===== src/rtl/feature_fetch_engine_if.sv =====
// Command, external-read and feature-buffer-write bundle of the feature fetch engine.
// The master modport is the engine; the slave modport is its surroundings.
interface feature_fetch_engine_if #(
    parameter int unsigned EXT_DW  = 128,
    parameter int unsigned BUF_DW  = 16,
    parameter int unsigned SRC_AW  = 16,
    parameter int unsigned DST_AW  = 15,
    parameter int unsigned LEN_W   = 8,
    parameter int unsigned NUM_BUF = 2
);
    localparam int unsigned SelW = (NUM_BUF > 1) ? $clog2(NUM_BUF) : 1;

    logic              cmd_valid;
    logic              cmd_ready;
    logic [SRC_AW-1:0] cmd_src_addr;
    logic [DST_AW-1:0] cmd_dst_addr;
    logic [LEN_W-1:0]  cmd_len;
    logic [SelW-1:0]   cmd_buf_sel;

    logic              mem_req;
    logic              mem_req_ready;
    logic [SRC_AW-1:0] mem_req_addr;
    logic              mem_rd_valid;
    logic              mem_rd_ready;
    logic [EXT_DW-1:0] mem_rd_data;

    logic              wr_en;
    logic [DST_AW-1:0] wr_addr;
    logic [BUF_DW-1:0] wr_data;
    logic [SelW-1:0]   wr_buf_sel;

    logic              busy;
    logic              done;

    modport master (
        input  cmd_valid, cmd_src_addr, cmd_dst_addr, cmd_len, cmd_buf_sel,
        output cmd_ready,
        output mem_req, mem_req_addr, mem_rd_ready,
        input  mem_req_ready, mem_rd_valid, mem_rd_data,
        output wr_en, wr_addr, wr_data, wr_buf_sel,
        output busy, done
    );

    modport slave (
        output cmd_valid, cmd_src_addr, cmd_dst_addr, cmd_len, cmd_buf_sel,
        input  cmd_ready,
        input  mem_req, mem_req_addr, mem_rd_ready,
        output mem_req_ready, mem_rd_valid, mem_rd_data,
        input  wr_en, wr_addr, wr_data, wr_buf_sel,
        input  busy, done
    );
endinterface


===== src/rtl/feature_fetch_engine.sv =====
// Burst fetch engine: reads len external beats and unpacks each into LANES consecutive
// feature-buffer word writes, lane 0 first, then pulses done.
module feature_fetch_engine #(
    parameter int unsigned EXT_DW  = 128,
    parameter int unsigned BUF_DW  = 16,
    parameter int unsigned SRC_AW  = 16,
    parameter int unsigned DST_AW  = 15,
    parameter int unsigned LEN_W   = 8,
    parameter int unsigned NUM_BUF = 2
) (
    input logic                    clk,
    input logic                    rst,
    feature_fetch_engine_if.master bus
);
    localparam int unsigned LANES = EXT_DW / BUF_DW;
    localparam int unsigned LaneW = (LANES > 1) ? $clog2(LANES) : 1;
    localparam int unsigned SelW  = (NUM_BUF > 1) ? $clog2(NUM_BUF) : 1;

    typedef enum logic [1:0] {StIdle, StRun, StDrain, StDone} state_e;

    state_e state_q, state_d;

    logic [SRC_AW-1:0]             src_q, src_d;
    logic [LEN_W-1:0]              len_q, len_d;
    logic [SelW-1:0]               sel_q, sel_d;
    logic [LEN_W-1:0]              req_cnt_q, req_cnt_d;
    logic [LEN_W-1:0]              beat_cnt_q, beat_cnt_d;
    logic [LANES-1:0][BUF_DW-1:0]  hold_q, hold_d;
    logic                          full_q, full_d;
    logic [LaneW-1:0]              lane_cnt_q, lane_cnt_d;
    logic [DST_AW-1:0]             wr_ptr_q, wr_ptr_d;
    logic [DST_AW-1:0]             wr_addr_q, wr_addr_d;
    logic [BUF_DW-1:0]             wr_data_q, wr_data_d;

    logic cmd_ready, busy, done, mem_req, mem_rd_ready;
    logic cmd_fire, req_fire, beat_fire, lane_last;
    logic [LaneW-1:0] lane_nxt;

    // full_q doubles as the registered write strobe: a full register is always emitting a lane.
    assign lane_last = full_q && (lane_cnt_q == LaneW'(LANES - 1));
    assign lane_nxt  = lane_cnt_q + 1'b1;
    assign cmd_fire  = bus.cmd_valid && cmd_ready;
    assign req_fire  = mem_req && bus.mem_req_ready;
    assign beat_fire = bus.mem_rd_valid && mem_rd_ready;

    always_ff @(posedge clk) begin
        if (rst) begin
            state_q <= StIdle;
        end else begin
            state_q <= state_d;
        end
    end

    always_comb begin
        state_d = state_q;
        unique case (state_q)
            StIdle:  if (cmd_fire) state_d = (bus.cmd_len == '0) ? StDone : StRun;
            StRun:   if (req_fire && (req_cnt_q == len_q - 1'b1)) state_d = StDrain;
            StDrain: if ((beat_cnt_q == len_q) && (!full_q || lane_last)) state_d = StDone;
            StDone:  state_d = StIdle;
            default: state_d = StIdle;
        endcase
    end

    always_comb begin
        cmd_ready    = 1'b0;
        busy         = 1'b0;
        done         = 1'b0;
        mem_req      = 1'b0;
        mem_rd_ready = 1'b0;
        unique case (state_q)
            StIdle: cmd_ready = 1'b1;
            StRun: begin
                busy         = 1'b1;
                mem_req      = (req_cnt_q < len_q);
                mem_rd_ready = (beat_cnt_q < len_q) && (!full_q || lane_last);
            end
            StDrain: begin
                busy         = 1'b1;
                mem_rd_ready = (beat_cnt_q < len_q) && (!full_q || lane_last);
            end
            StDone: begin
                busy = 1'b1;
                done = 1'b1;
            end
            default: ;
        endcase
    end

    always_comb begin
        src_d      = src_q;
        len_d      = len_q;
        sel_d      = sel_q;
        req_cnt_d  = req_cnt_q;
        beat_cnt_d = beat_cnt_q;
        hold_d     = hold_q;
        full_d     = full_q;
        lane_cnt_d = lane_cnt_q;
        wr_ptr_d   = wr_ptr_q;
        wr_addr_d  = wr_addr_q;
        wr_data_d  = wr_data_q;

        if (cmd_fire) begin
            src_d      = bus.cmd_src_addr;
            len_d      = bus.cmd_len;
            sel_d      = bus.cmd_buf_sel;
            wr_ptr_d   = bus.cmd_dst_addr;
            req_cnt_d  = '0;
            beat_cnt_d = '0;
        end

        if (req_fire) begin
            req_cnt_d = req_cnt_q + 1'b1;
        end

        // A new beat may land on the last-lane cycle, keeping the write stream gap-free.
        if (beat_fire) begin
            hold_d     = bus.mem_rd_data;
            full_d     = 1'b1;
            lane_cnt_d = '0;
            wr_data_d  = bus.mem_rd_data[BUF_DW-1:0];
            wr_addr_d  = wr_ptr_q;
            wr_ptr_d   = wr_ptr_q + 1'b1;
            beat_cnt_d = beat_cnt_q + 1'b1;
        end else if (full_q) begin
            if (lane_last) begin
                full_d = 1'b0;
            end else begin
                lane_cnt_d = lane_nxt;
                wr_data_d  = hold_q[lane_nxt];
                wr_addr_d  = wr_ptr_q;
                wr_ptr_d   = wr_ptr_q + 1'b1;
            end
        end
    end

    always_ff @(posedge clk) begin
        if (rst) begin
            src_q      <= '0;
            len_q      <= '0;
            sel_q      <= '0;
            req_cnt_q  <= '0;
            beat_cnt_q <= '0;
            hold_q     <= '0;
            full_q     <= 1'b0;
            lane_cnt_q <= '0;
            wr_ptr_q   <= '0;
            wr_addr_q  <= '0;
            wr_data_q  <= '0;
        end else begin
            src_q      <= src_d;
            len_q      <= len_d;
            sel_q      <= sel_d;
            req_cnt_q  <= req_cnt_d;
            beat_cnt_q <= beat_cnt_d;
            hold_q     <= hold_d;
            full_q     <= full_d;
            lane_cnt_q <= lane_cnt_d;
            wr_ptr_q   <= wr_ptr_d;
            wr_addr_q  <= wr_addr_d;
            wr_data_q  <= wr_data_d;
        end
    end

    assign bus.cmd_ready    = cmd_ready;
    assign bus.busy         = busy;
    assign bus.done         = done;
    assign bus.mem_req      = mem_req;
    assign bus.mem_req_addr = src_q + SRC_AW'(req_cnt_q);
    assign bus.mem_rd_ready = mem_rd_ready;
    assign bus.wr_en        = full_q;
    assign bus.wr_addr      = wr_addr_q;
    assign bus.wr_data      = wr_data_q;
    assign bus.wr_buf_sel   = sel_q;
endmodule


===== src/flat_wrapper.sv =====
// flat-port wrapper written by rule: the top's interface ports become plain ports
module feature_fetch_engine_flat 
#(
    parameter int unsigned EXT_DW  = 128,
    parameter int unsigned BUF_DW  = 16,
    parameter int unsigned SRC_AW  = 16,
    parameter int unsigned DST_AW  = 15,
    parameter int unsigned LEN_W   = 8,
    parameter int unsigned NUM_BUF = 2
)
  (clk, rst, bus_cmd_valid, bus_cmd_src_addr, bus_cmd_dst_addr, bus_cmd_len, bus_cmd_buf_sel, bus_cmd_ready, bus_mem_req, bus_mem_req_addr, bus_mem_rd_ready, bus_mem_req_ready, bus_mem_rd_valid, bus_mem_rd_data, bus_wr_en, bus_wr_addr, bus_wr_data, bus_wr_buf_sel, bus_busy, bus_done);
  feature_fetch_engine_if #(.EXT_DW(EXT_DW), .BUF_DW(BUF_DW), .SRC_AW(SRC_AW), .DST_AW(DST_AW), .LEN_W(LEN_W), .NUM_BUF(NUM_BUF)) bus_i ();
  input logic clk;
  input logic rst;
  input wire logic [$bits(bus_i.cmd_valid)-1:0] bus_cmd_valid;
  input wire logic [$bits(bus_i.cmd_src_addr)-1:0] bus_cmd_src_addr;
  input wire logic [$bits(bus_i.cmd_dst_addr)-1:0] bus_cmd_dst_addr;
  input wire logic [$bits(bus_i.cmd_len)-1:0] bus_cmd_len;
  input wire logic [$bits(bus_i.cmd_buf_sel)-1:0] bus_cmd_buf_sel;
  output wire logic [$bits(bus_i.cmd_ready)-1:0] bus_cmd_ready;
  output wire logic [$bits(bus_i.mem_req)-1:0] bus_mem_req;
  output wire logic [$bits(bus_i.mem_req_addr)-1:0] bus_mem_req_addr;
  output wire logic [$bits(bus_i.mem_rd_ready)-1:0] bus_mem_rd_ready;
  input wire logic [$bits(bus_i.mem_req_ready)-1:0] bus_mem_req_ready;
  input wire logic [$bits(bus_i.mem_rd_valid)-1:0] bus_mem_rd_valid;
  input wire logic [$bits(bus_i.mem_rd_data)-1:0] bus_mem_rd_data;
  output wire logic [$bits(bus_i.wr_en)-1:0] bus_wr_en;
  output wire logic [$bits(bus_i.wr_addr)-1:0] bus_wr_addr;
  output wire logic [$bits(bus_i.wr_data)-1:0] bus_wr_data;
  output wire logic [$bits(bus_i.wr_buf_sel)-1:0] bus_wr_buf_sel;
  output wire logic [$bits(bus_i.busy)-1:0] bus_busy;
  output wire logic [$bits(bus_i.done)-1:0] bus_done;
  assign bus_i.cmd_valid = bus_cmd_valid;
  assign bus_i.cmd_src_addr = bus_cmd_src_addr;
  assign bus_i.cmd_dst_addr = bus_cmd_dst_addr;
  assign bus_i.cmd_len = bus_cmd_len;
  assign bus_i.cmd_buf_sel = bus_cmd_buf_sel;
  assign bus_cmd_ready = bus_i.cmd_ready;
  assign bus_mem_req = bus_i.mem_req;
  assign bus_mem_req_addr = bus_i.mem_req_addr;
  assign bus_mem_rd_ready = bus_i.mem_rd_ready;
  assign bus_i.mem_req_ready = bus_mem_req_ready;
  assign bus_i.mem_rd_valid = bus_mem_rd_valid;
  assign bus_i.mem_rd_data = bus_mem_rd_data;
  assign bus_wr_en = bus_i.wr_en;
  assign bus_wr_addr = bus_i.wr_addr;
  assign bus_wr_data = bus_i.wr_data;
  assign bus_wr_buf_sel = bus_i.wr_buf_sel;
  assign bus_busy = bus_i.busy;
  assign bus_done = bus_i.done;
  feature_fetch_engine #(.EXT_DW(EXT_DW), .BUF_DW(BUF_DW), .SRC_AW(SRC_AW), .DST_AW(DST_AW), .LEN_W(LEN_W), .NUM_BUF(NUM_BUF)) u_core (.clk(clk), .rst(rst), .bus(bus_i));
endmodule

===== config.mk =====
export PLATFORM = sky130hd
export DESIGN_NAME = feature_fetch_engine_flat
export DESIGN_NICKNAME = d
export VERILOG_FILES = /design/src/rtl/feature_fetch_engine_if.sv /design/src/rtl/feature_fetch_engine.sv /design/src/flat_wrapper.sv
export SDC_FILE = /design/constraint.sdc
export NUM_CORES = 1
export LEC_CHECK = 0
export ABC_CLOCK_PERIOD_IN_PS = 2060
export CORE_ASPECT_RATIO = 1.75
export CORE_MARGIN = 5
export CORE_UTILIZATION = 30
export DETAILED_ROUTE_END_ITERATION = 12
export GPL_TIMING_DRIVEN = 0
export RECOVER_POWER = 25
export SYNTH_ARGS = -nofsm -noshare
export SYNTH_HDL_FRONTEND = slang
export SYNTH_SLANG_ARGS = --single-unit

===== constraint.sdc =====
create_clock -name clk -period 2.06 [get_ports clk]
set_input_delay 0.206 -clock clk [delete_from_list [all_inputs] [get_ports clk]]
set_output_delay 0.206 -clock clk [all_outputs]
set_load 0.05 [all_outputs]

Figure 1. Wires at chosen ports, followed through buffers.
Scale: 2 px per um.
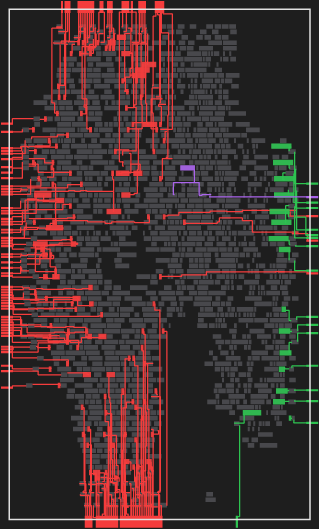
bus_mem_rd_data -> red  # direction input, end cells 143, buffers 128, wire 5530 um
bus_mem_req_addr -> green  # direction output, end cells 16, buffers 16, wire 330 um
bus_wr_en -> purple  # direction output, end cells 1, buffers 1, wire 89.1 um

Figure 2. Layout detail.
Window x 102 to 122, y 181 to 201 um. Cells in grey, sequential cells in the stronger grey; small squares are vias.
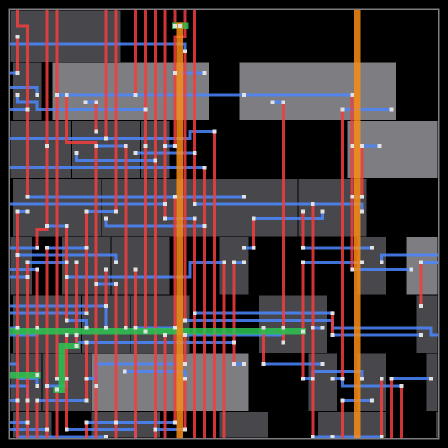
M3 -> green
M4 -> orange
M1 -> blue
M2 -> red
netlist names of flops here include = u_core.bus.wr_addr (3), u_core.wr_ptr_q (1)
cells with their middle in the window = 25
sequential cells in the window = 4
most frequent = nand2_1 (6), dfxtp_1 (4), a21oi_2 (3)

Figure 3. Wiring by layer.
Scale: 3 px per um. Two of the layers only.
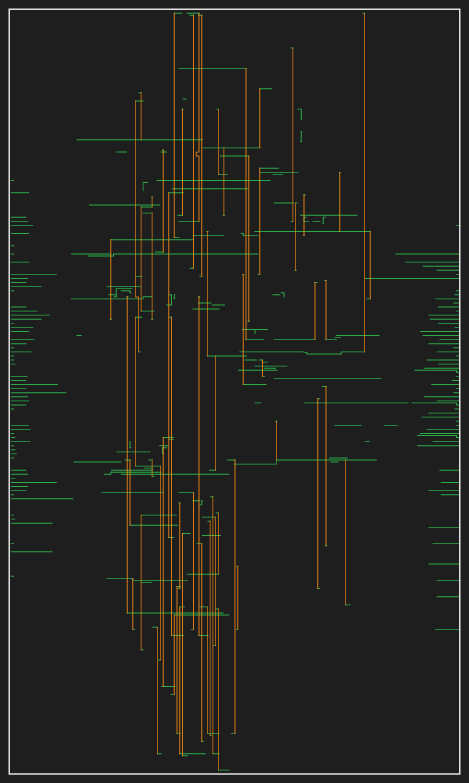
M4 -> orange  # wire length 2950 um
M3 -> green  # wire length 1950 um

## worst max-delay path, stage by stage (launching register included)
cell,delay (ns)
dfxtp_2,0.35
ha_4,0.14
inv_2,0.03
fa_2,0.34
nor2b_1,0.12
o21a_1,0.16
o21ai_2,0.08
a21oi_2,0.17
buf_6,0.14
o21ai_4,0.08
nor2_4,0.14
xor2_4,0.16
buf_6,0.17
## repair_timing
item                       4_1_cts  5_1_grt
setup endpoints to repair      237      231
hold buffers                     0        0
gates cloned                    27        2
pin swaps                      312      109
gates resized                  662      315
setup buffers                   55       26
## power groups by stage
stage	Sequential, mW	Clock [mW]	Combinational [mW]
finish	6.15	4.06	13.0
global route	6.22	4.28	13.6
CTS	5.95	4.12	11.8
detailed placement	5.85	0	7.37
global placement	5.83	0	7.29
floorplan	6.37	0	4.22
==> results.toml <==
# physical design summary
[clocking]
clockRootBuffer = "clkbuf_16"
insertion_delay_ns = 0.52
htreeDepth = 1
cts_buffers = 22

[worst_setup_path]
end_kind = "output port"
r2r_cells = 12

[global_route]
use_met1_pct = 21.4
grt_pass1_wl_mm = 63.7

[power_and_ir_drop]
switching_share_pct = 41.7
intPower_mw = 13.5
power.leakage_nw = 6.62
ir_drop_mv = 0.795

[floorplan]
fp_util_pct = 30.3
fp.dieW_um = 150
well_tap_count = 455

[finish]
finalInstanceArea_sq_um = 18400
bufAreaShareNonClock_pct = 23.9
buffers = 398
clkbuf_count = 33
clock_area_share_pct = 3.86

[synth]
synth.avg_cell_area_sq_um = 8.20
async_reset_ff_share_pct = 0
simple_gate_share_pct = 22.0
ys_types = 57

[placement]
dp.cells = 1929
pre_cts_ws_ns = -1.13

[final_timing]
finalHoldViolations = 0
setup_ws_ns = -0.731
tightestPinTransition_ns = 0.978
rsz0062_at_grt = "yes"
slew_viol_final = 0
setup_viol = 227

[run_status]
violations = "setup timing"
status = "finished, violations left"

[hold_path]
hp-class = "in2reg"

[routing]
antenna_left = 0
No activity file was given, so power comes from the tool's default toggle rates.
